run_1/congestion_map.png
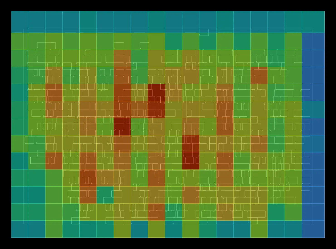
run_1/class_map.png
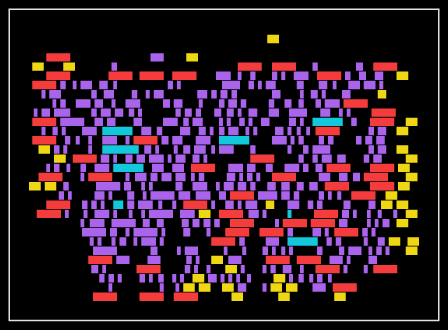
run_1/util_map.png
The bar under the picture is 50 µm long. The die is cut into 13 by 9 equal tiles; black is low, pale yellow is high, 0 to 100% covered.
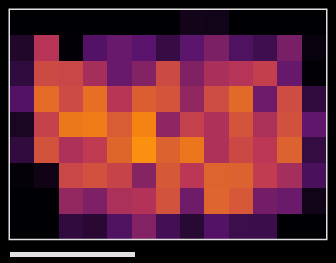
run_1/port_trees.png
The bar under the picture is 50 µm long.
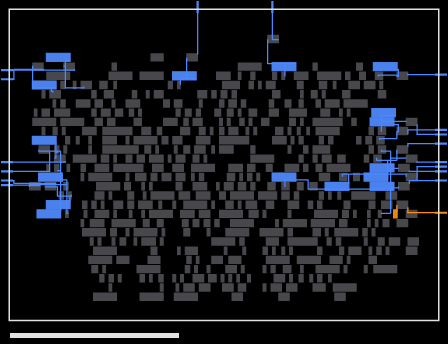
## config.mk

```make
export PLATFORM = sky130hd
export DESIGN_NAME = csa_mul_seq_ctrl
export DESIGN_NICKNAME = d
export VERILOG_FILES = /design/src/rtl/csa_mul_seq_ctrl.sv
export SDC_FILE = /design/constraint.sdc
export NUM_CORES = 1
export LEC_CHECK = 0
export CELL_PAD_IN_SITES_DETAIL_PLACEMENT = 1
export CELL_PAD_IN_SITES_GLOBAL_PLACEMENT = 2
export CORE_ASPECT_RATIO = 0.7
export CORE_MARGIN = 5
export CORE_UTILIZATION = 36
export DETAILED_ROUTE_END_ITERATION = 8
export GPL_TIMING_DRIVEN = 1
export PLACE_DENSITY = 0.95
export SLEW_MARGIN = 20
export SYNTH_ARGS = -nofsm -noshare
export SYNTH_HDL_FRONTEND = slang
export SYNTH_HIERARCHICAL = 1
export SYNTH_SLANG_ARGS = --single-unit
export TNS_END_PERCENT = 30
```

## constraint.sdc

```tcl
create_clock -name clk -period 15.4 [get_ports clk]
set_input_delay 3.85 -clock clk [delete_from_list [all_inputs] [get_ports clk]]
set_output_delay 3.85 -clock clk [all_outputs]
set_load 0.1 [all_outputs]
```

## src/rtl/csa_mul_seq_ctrl.sv

```systemverilog
// Sequential wide multiplier: one 4x4 carry-save array multiplier is reused over
// every digit pair, and the shifted partial products are accumulated into a 2W result.

module csa_mul_4b (
  input  logic [3:0] a,
  input  logic [3:0] b,
  output logic [7:0] p
);
  logic [7:0] sum_s;
  logic [7:0] carry_s;
  logic [7:0] row_s;
  logic [7:0] maj_s;

  // Carry-save reduction of the four partial-product rows, then one carry-propagate add
  always_comb begin
    sum_s   = {4'b0000, a & {4{b[0]}}};
    carry_s = 8'h00;
    row_s   = 8'h00;
    maj_s   = 8'h00;
    for (int r = 1; r < 4; r++) begin
      row_s   = {4'b0000, a & {4{b[r]}}} << r;
      maj_s   = (sum_s & carry_s) | (sum_s & row_s) | (carry_s & row_s);
      sum_s   = sum_s ^ carry_s ^ row_s;
      carry_s = maj_s << 1;
    end
    p = sum_s + carry_s;
  end
endmodule

module csa_mul_seq_ctrl #(
  parameter int DIGITS = 2
) (
  input  logic                clk,
  input  logic                rst,
  input  logic                in_valid,
  output logic                in_ready,
  input  logic [4*DIGITS-1:0] in_a,
  input  logic [4*DIGITS-1:0] in_b,
  output logic                out_valid,
  input  logic                out_ready,
  output logic [8*DIGITS-1:0] out,
  output logic                busy
);
  localparam int W  = 4 * DIGITS;
  localparam int IW = (DIGITS > 1) ? $clog2(DIGITS) : 1;
  localparam logic [IW-1:0] LAST = IW'(DIGITS - 1);
  localparam logic [IW-1:0] ONE  = IW'(1);

  typedef enum logic [1:0] {
    IDLE = 2'd0,
    RUN  = 2'd1,
    DONE = 2'd2
  } state_t;

  state_t          state_r, state_s;
  logic [W-1:0]    a_r, a_s, b_r, b_s;
  logic [IW-1:0]   i_r, i_s, j_r, j_s;
  logic [2*W-1:0]  acc_r, acc_s, out_r, out_s;
  logic [2*W-1:0]  pp_ext_s, sum_s;
  logic [3:0]      a_dig_s, b_dig_s;
  logic [7:0]      pp_s;
  logic [IW+2:0]   shift_s;

  assign a_dig_s = a_r[4*i_r +: 4];
  assign b_dig_s = b_r[4*j_r +: 4];

  csa_mul_4b u_mul (
    .a (a_dig_s),
    .b (b_dig_s),
    .p (pp_s)
  );

  // Align the current digit product to weight 16^(i+j) and add it to the running sum
  always_comb begin
    pp_ext_s      = {(2*W){1'b0}};
    pp_ext_s[7:0] = pp_s;
    shift_s       = {1'b0, i_r, 2'b00} + {1'b0, j_r, 2'b00};
    sum_s         = acc_r + (pp_ext_s << shift_s);
  end

  // Next-state and datapath update
  always_comb begin
    state_s = state_r;
    a_s     = a_r;
    b_s     = b_r;
    i_s     = i_r;
    j_s     = j_r;
    acc_s   = acc_r;
    out_s   = out_r;
    case (state_r)
      IDLE: begin
        if (in_valid) begin
          a_s   = in_a;
          b_s   = in_b;
          acc_s = {(2*W){1'b0}};
          i_s   = {IW{1'b0}};
          j_s   = {IW{1'b0}};
          // A zero operand makes the product trivially zero, so skip the digit sweep
          if ((in_a == {W{1'b0}}) || (in_b == {W{1'b0}})) begin
            out_s   = {(2*W){1'b0}};
            state_s = DONE;
          end else begin
            state_s = RUN;
          end
        end else begin
          state_s = IDLE;
        end
      end
      RUN: begin
        acc_s = sum_s;
        if (j_r == LAST) begin
          j_s = {IW{1'b0}};
          if (i_r == LAST) begin
            out_s   = sum_s;
            state_s = DONE;
          end else begin
            i_s = i_r + ONE;
          end
        end else begin
          j_s = j_r + ONE;
        end
      end
      DONE: begin
        if (out_ready) begin
          state_s = IDLE;
        end else begin
          state_s = DONE;
        end
      end
      default: begin
        state_s = IDLE;
      end
    endcase
  end

  // State and datapath registers
  always_ff @(posedge clk) begin
    if (rst) begin
      state_r <= IDLE;
      a_r     <= {W{1'b0}};
      b_r     <= {W{1'b0}};
      i_r     <= {IW{1'b0}};
      j_r     <= {IW{1'b0}};
      acc_r   <= {(2*W){1'b0}};
      out_r   <= {(2*W){1'b0}};
    end else begin
      state_r <= state_s;
      a_r     <= a_s;
      b_r     <= b_s;
      i_r     <= i_s;
      j_r     <= j_s;
      acc_r   <= acc_s;
      out_r   <= out_s;
    end
  end

  assign in_ready  = (state_r == IDLE);
  assign out_valid = (state_r == DONE);
  assign busy      = (state_r != IDLE);
  assign out       = out_r;

endmodule

```

==> impl_metrics.env, run 1 <==
# flow metrics
export IMPL_setup_tns_ns=0
export IMPL_count_of_antenna_diodes_in_the_layout=0
export IMPL_dp_slack_ns=9.47
export IMPL_setup_repair_after_global_routing_missed_its_margin="no"
export IMPL_yosys_top_cells_count="nand2_1 (69), dfxtp_1 (52), a21oi_1 (45), nor2_1 (32)"
export IMPL_first_global_vias=3220
export IMPL_ys_types=55
export IMPL_cts_resized=0
export IMPL_sequential_share_of_power_pct=43.2
export IMPL_cts_sink_count=52
export IMPL_layout_cell_share_with_drive_strength_beyond_1_pct=5.53
export IMPL_log_warning_count=26
export IMPL_post_cts_repair_timing_setup_buffer_count=0
export IMPL_crit_chain="nor2_1 > clkdlybuf4s50_1"
export IMPL_hold_path_endpoint="a_r[1]$_SDFFE_PP0P_"
export IMPL_synth_area_yosys_um2=3420
export IMPL_die_height_um=91.5
export IMPL_vdd_ir_drop_worst_mv=0.0359
export IMPL_worst_endpoint_required_ns=11.55
export IMPL_route_vias_total=3072
export IMPL_tritoncts="built"
export IMPL_regToRegSetupSlack_ns=9.89
export IMPL_timing_hold_worst_path_depth=2
export IMPL_cts_htree_levels=2
export IMPL_maxCapViolCount=0
export IMPL_route_final_wire_length_um=9880
export IMPL_synth_flops=52
export IMPL_detail_route_wl_per_cell_um=17.2
export IMPL_switching_share_pct=28.9
export IMPL_relative_slew_slack_pct=34.6
export IMPL_fp_dieArea_um2=11600
export IMPL_track_usage_pct=17.4
export IMPL_status="finished clean"
export IMPL_drt_first_iter_violations=150
export IMPL_detailedRoute_firstPassIterationCount=4
export IMPL_synth_top_cell_area_share_pct=30.5
export IMPL_final_nets=501
export IMPL_timing_critical_path_arrival_ns=2.03
export IMPL_fmax_mhz=170
export IMPL_netlist_top_cell_by_instances="nand2_1"
export IMPL_hold_path_class="register to register"
export IMPL_async_set_or_reset_register_ratio_after_synthesis_pct=0
-- congestion_map.png (at the start) --
global routing met2 resource utilization: 26.9%
most utilized layer in the global route result: met2

-- class_map.png (at the start) --
clock drivers and dummy loads: drawn in cyan, cells 8, share of their area 4.3%. remaining logic cells: drawn in purple, cells 353, share of their area 59%. registers: drawn in red, cells 52, share of their area 27%. remaining buffers and delay cells: drawn in yellow, cells 39, share of their area 9.9%.
Post-Layout Inst Area: 4030 µm²
standard-cell row count: 29
flop share of the area: 25.8%

-- util_map.png (at the start) --
The mean over all tiles is 34%. The fullest tile reaches 76%. 17% of the tiles are nearly empty. 0.90% of the tiles are over 75% full. The densest ninth of the die: middle.
core box area: 9180 µm²
Core Util, Final: 43.9%
floorplan utilization: 37.2%

-- port_trees.png (at the start) --
out: drawn in blue, bits 16, direction output, edge 8 right, 6 left, 2 top, end cells 16, buffers 16, wire 455 µm. busy: drawn in orange, bits 1, direction output, edge right, end cells 1, buffers 1, wire 12.0 µm.

run 1: metal layers:
| layer | track usage, % | wire length [µm] | vias up |
|---|---|---|---|
| li1 | - | - | 1526 |
| met1 | 25.3 | 5140 | 1495 |
| met2 | 26.9 | 4250 | 47 |
| met3 | 3.52 | 435 | 4 |
| met4 | 3.30 | 53 | 0 |
| met5 | 0 | 0 | - |
run 1: worst reg2reg max path: stages, from the launching register on:
cell and delay, ns:
dfxtp_1 0.60, mux2_2 0.43, and2_1 0.17, ha_1 0.27, inv_1 0.05, fa_1 0.50
fa_1 0.43, inv_1 0.07, ha_1 0.18, inv_1 0.06, fa_1 0.37, xnor2_1 0.26
mux2i_1 0.15, nor2_1 0.12, ha_1 0.30, a21oi_1 0.39, o211ai_1 0.22, a22oi_1 0.33
o21ai_0 0.24, mux2i_1 0.22, nand2_1 0.06
run 1: kinds of logic (layout without fill, tap and decap cells):
group                    Yosys count  after routing  share of synthesized area [%]
XOR/XNOR                           7              7                           1.79
AND-OR/OR-AND                     94             94                           17.2
buffers and inverters             42             69                           5.12
multiplexers                      19             19                           5.86
adder cells (fa/ha/maj)           30             30                           12.7
flip-flops                        52             52                           30.5
AND/OR/NAND/NOR                  181            181                           26.8
run 1: registers in the layout (all words and copies together), names as in the netlist:
signal,flops
a_r,8
state_r,2
i_r,1
b_r,8
out,16
acc_r,16
j_r,1
run 1: power groups by stage:
stage | Clock [µW] | Combinational, µW | Sequential, µW
2_1_floorplan | 0 | 39.2 | 144
3_3_place_gp | 0 | 53.5 | 145
3_5_place_dp | 0 | 55.3 | 145
4_1_cts | 135 | 55.5 | 142
5_1_grt | 141 | 60.9 | 143
6_report | 132 | 55.6 | 142
run 1: worst max path at each step:
stage                                 start                   end  slack [ns]  cells after the start
floorplan           state_r[1]$_SDFFE_PP0P_                  busy        8.93                      2
global placement                    in_b[3]  out[13]$_SDFFE_PP0P_        9.54                      7
detailed placement                  in_a[3]  out[13]$_SDFFE_PP0P_        9.47                      7
CTS                 state_r[1]$_SDFFE_PP0P_              in_ready        9.51                      2
global route        state_r[0]$_SDFFE_PP0P_              in_ready        9.45                      2
finish              state_r[1]$_SDFFE_PP0P_              in_ready        9.52                      2
run 1: cell type report:
type	count	area, µm²	area share [%]
clock buffer	6	129	3.19
clock inverter	2	38.8	0.962
inverter	22	82.6	2.05
multi-input combinational	331	2200	54.6
sequential	52	1040	25.8
tap	124	155	3.85
timing repair buffer	39	385	9.55
run 1: cells in the final DEF, fill, tap and decap left out, drive strengths merged, types with 4 or more instances in the layout:
cell and instances:
nand2 69, dfxtp 52, a21oi 46, clkdlybuf4s50 37
nor2 32, inv 23, ha 22, and2 16
o21ai 15, nor2b 13, mux2i 11, nand3b 10
nor3 9, mux2 8, fa 8, xnor2 6
clkbuf 6, or4 5, nand3 5, a211oi 5
nand4 5, a22o 4, o211ai 4
run 1: metrics by stage:
step	power (µW)	cell area [µm²]	hold WS (ns)	std cells	utilization, %
after floorplan	183	3420	0.433	425	-
after global placement	199	3860	0.441	568	42.1
after detailed placement	201	3860	0.448	568	42.1
after CTS	333	4030	0.458	576	43.9
after global routing	344	4030	0.480	576	43.9
final	329	4030	0.458	576	43.9
run_1/floorplan.png
The bar under the picture is 50 µm long. Pins as bars on the die edge.
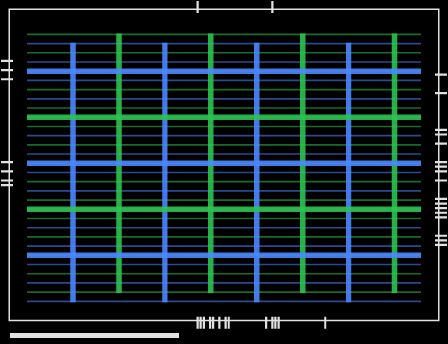

==> inputs of run 2 (changes only) <==
--- a/config.mk
+++ b/config.mk
@@ -9,10 +9,10 @@
 export CELL_PAD_IN_SITES_GLOBAL_PLACEMENT = 2
 export CORE_ASPECT_RATIO = 0.7
 export CORE_MARGIN = 5
-export CORE_UTILIZATION = 36
+export CORE_UTILIZATION = 30
 export DETAILED_ROUTE_END_ITERATION = 8
 export GPL_TIMING_DRIVEN = 1
-export PLACE_DENSITY = 0.95
+export PLACE_DENSITY = 0.88
 export SLEW_MARGIN = 20
 export SYNTH_ARGS = -nofsm -noshare
 export SYNTH_HDL_FRONTEND = slang
==> constraint.sdc (replaced) <==
create_clock -name clk -period 4.8 [get_ports clk]
set_input_delay 1.2 -clock clk [delete_from_list [all_inputs] [get_ports clk]]
set_output_delay 1.2 -clock clk [all_outputs]
set_load 0.1 [all_outputs]
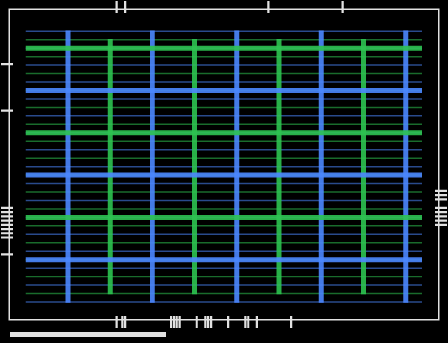
run_2/floorplan.png
The bar under the picture is 50 µm long. Pins as bars on the die edge.
VSS: drawn in blue. VDD: drawn in green.
The core has 32 rows. 39 signal pins sit on the boundary.

==> impl_metrics.env, run 2 <==
# flow metrics
export IMPL_maxCapViolCount=0
export IMPL_hold_slack_ns=0.458
export IMPL_finalClockPeriodUsage_pct=98.9
export IMPL_log_warning_count=28
export IMPL_first_global_vias=3307
export IMPL_vdd_ir_drop_worst_mv=0.153
export IMPL_dp_slack_ns=-0.274
export IMPL_sequential_share_of_power_pct=44.2
export IMPL_netlist_top_cell_by_instances="nand2_1"
export IMPL_power_combinational_fraction_pct=18.9
export IMPL_cts_htree_levels=2
export IMPL_worst_endpoint_required_ns=4.99
export IMPL_maximum_clock_skew_at_final_layout_ns=0.00965
export IMPL_status="finished clean"
export IMPL_route_final_wire_length_um=10200
export IMPL_layout_cell_share_with_drive_strength_beyond_1_pct=16.1
export IMPL_synth_area_yosys_um2=3420
export IMPL_core_box_area_um2=11100
export IMPL_fp_dieArea_um2=13700
export IMPL_setup_repair_after_global_routing_missed_its_margin="yes"
export IMPL_timing_critical_path_arrival_ns=4.94
export IMPL_synth_flops=52
export IMPL_kind_of_end_point_of_the_critical_path="register"
export IMPL_async_set_or_reset_register_ratio_after_synthesis_pct=0
export IMPL_floorplan_core_util_pct=30.8
export IMPL_synth_top_cell_area_share_pct=30.5
export IMPL_die_height_um=99.3
export IMPL_crit_start="j_r$_SDFFE_PP0P_"
export IMPL_floorplan_io_pins=39
export IMPL_switching_share_pct=29.8
export IMPL_detailedRoute_firstPassIterationCount=4
export IMPL_layout_cells_most_common_list="nand2_1 (69), dfxtp_1 (50), a21oi_1 (44)"
export IMPL_ys_types=55
export IMPL_setup_viol=0
export IMPL_timing_hold_worst_path_depth=2
export IMPL_relative_slew_slack_pct=33.4
export IMPL_tritoncts="built"
export IMPL_cpPeakStageDelay_ns=0.56
export IMPL_hold_path_class="register to register"
export IMPL_critical_path_reg2reg_endpoint="acc_r[14]$_SDFFE_PP0P_"
export IMPL_count_of_antenna_diodes_in_the_layout=0
export IMPL_final_nets=526
export IMPL_die_x_um=138
export IMPL_route_vias_total=3143
export IMPL_track_usage_pct=15.0
export IMPL_ys_seq_share_pct=30.5
export IMPL_hold_path_endpoint="b_r[5]$_SDFFE_PP0P_"
export IMPL_leakagePower_uw=0.00173
export IMPL_fmax_mhz=211
export IMPL_drt_first_iter_violations=175
export IMPL_cts_sink_count=52
export IMPL_regToRegSetupSlack_ns=0.05
export IMPL_crit_chain="mux2_4 > and2_4 > ha_4 > inv_2 > fa_1 > fa_2 > inv_2 > ha_4 > inv_2 > fa_2 > inv_1 > mux2i_1 > nor2_1 > ha_1 > and4_4 > or3_4 > o221ai_4 > o2111ai_4 > a221o_1"
export IMPL_overall_power_consumption_uw=1030
export IMPL_yosys_top_cells_count="nand2_1 (69), dfxtp_1 (52), a21oi_1 (45), nor2_1 (32)"
export IMPL_final_common_cell="nand2_1"
export IMPL_placementRows=32
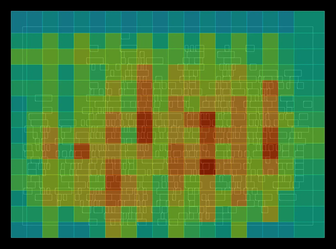
run_2/congestion_map.png
Core Util, Final: 40.0%
Wirelength per Cell: 16.2 µm
grt met1 use: 20.1%

## run 2: cell counts after synthesis
Identical to the previous run, type by type.
## run 2: stage by stage
| stage | cells | setup TNS [ns] | instance area (µm²) |
|---|---|---|---|
| after floorplan | 425 | 0 | 3430 |
| after global placement | 619 | -0.361 | 4080 |
| after detailed placement | 619 | -2.66 | 4080 |
| after CTS | 628 | -0.00967 | 4300 |
| after global routing | 630 | -0.757 | 4430 |
| final | 630 | 0 | 4430 |
## run 2: worst reg2reg max path: stages (launching register included)
cell and delay [ns]:
dfxtp_4 0.37, mux2_4 0.32, and2_4 0.17, ha_4 0.25, inv_2 0.03, fa_1 0.47, fa_2 0.37, inv_2 0.08
ha_4 0.14, inv_2 0.04, fa_2 0.56, inv_1 0.06, mux2i_1 0.18, nor2_1 0.07, ha_1 0.25, and4_4 0.21
or3_4 0.34, o221ai_4 0.22, o2111ai_4 0.16, a221o_1 0.34
## run 2: power by group through the flow
stage / Clock [µW] / Sequential, µW / Combinational, µW
floorplan: 0 / 463 / 127
global placement: 0 / 464 / 184
detailed placement: 0 / 464 / 189
CTS: 391 / 455 / 192
global route: 406 / 457 / 212
finish: 379 / 454 / 194
## run 2: routing by layer
metal | global-route usage, % | part of all wire, % | up-vias | routed length, µm
met5 | 0 | 0 | - | 0
met1 | 20.1 | 49 | 1520 | 4990
met4 | 2.68 | 1.0 | 0 | 105
met2 | 25.4 | 47 | 38 | 4750
li1 | - | - | 1576 | -
met3 | 2.88 | 3.3 | 9 | 337
## run 2: kinds of logic (layout without fill, tap and decap cells)
group | after synthesis | after routing | synth area share (%)
buf+inv | 42 | 94 | 5.12
flops | 52 | 52 | 30.5
compound gates | 94 | 94 | 17.2
mux | 19 | 19 | 5.86
fa+ha+maj | 30 | 30 | 12.7
simple gates | 181 | 181 | 26.8
xor+xnor | 7 | 7 | 1.79
## run 2: layout make-up
cell class                      count  area (µm²)  share of cell area, %
Multi-Input combinational cell    331        2380                   53.8
Sequential cell                    52        1050                   23.7
Tap cell                          153         191                   4.32
Clock buffer                        6         139                   3.13
Timing Repair Buffer               64         577                   13.0
Clock inverter                      2        10.0                  0.226
Inverter                           22        82.6                   1.86
## run 2: how the worst max path moves through the flow
stage,end,depth (start not counted)
CTS,acc_r[14]$_SDFFE_PP0P_,19
detailed placement,out[15]$_SDFFE_PP0P_,20
global route,acc_r[12]$_SDFFE_PP0P_,21
floorplan,acc_r[14]$_SDFFE_PP0P_,20
finish,acc_r[14]$_SDFFE_PP0P_,19
global placement,acc_r[14]$_SDFFE_PP0P_,19
## run 2: what timing repair did
item                       CTS  global route
gates cloned                 0             0
setup endpoints to repair   18            18
gates resized               17            24
hold buffers                 0             0
buffers inserted             1             2
pin swaps                    8            12
Power figures rest on the tool's default switching activity, not on a simulated workload.
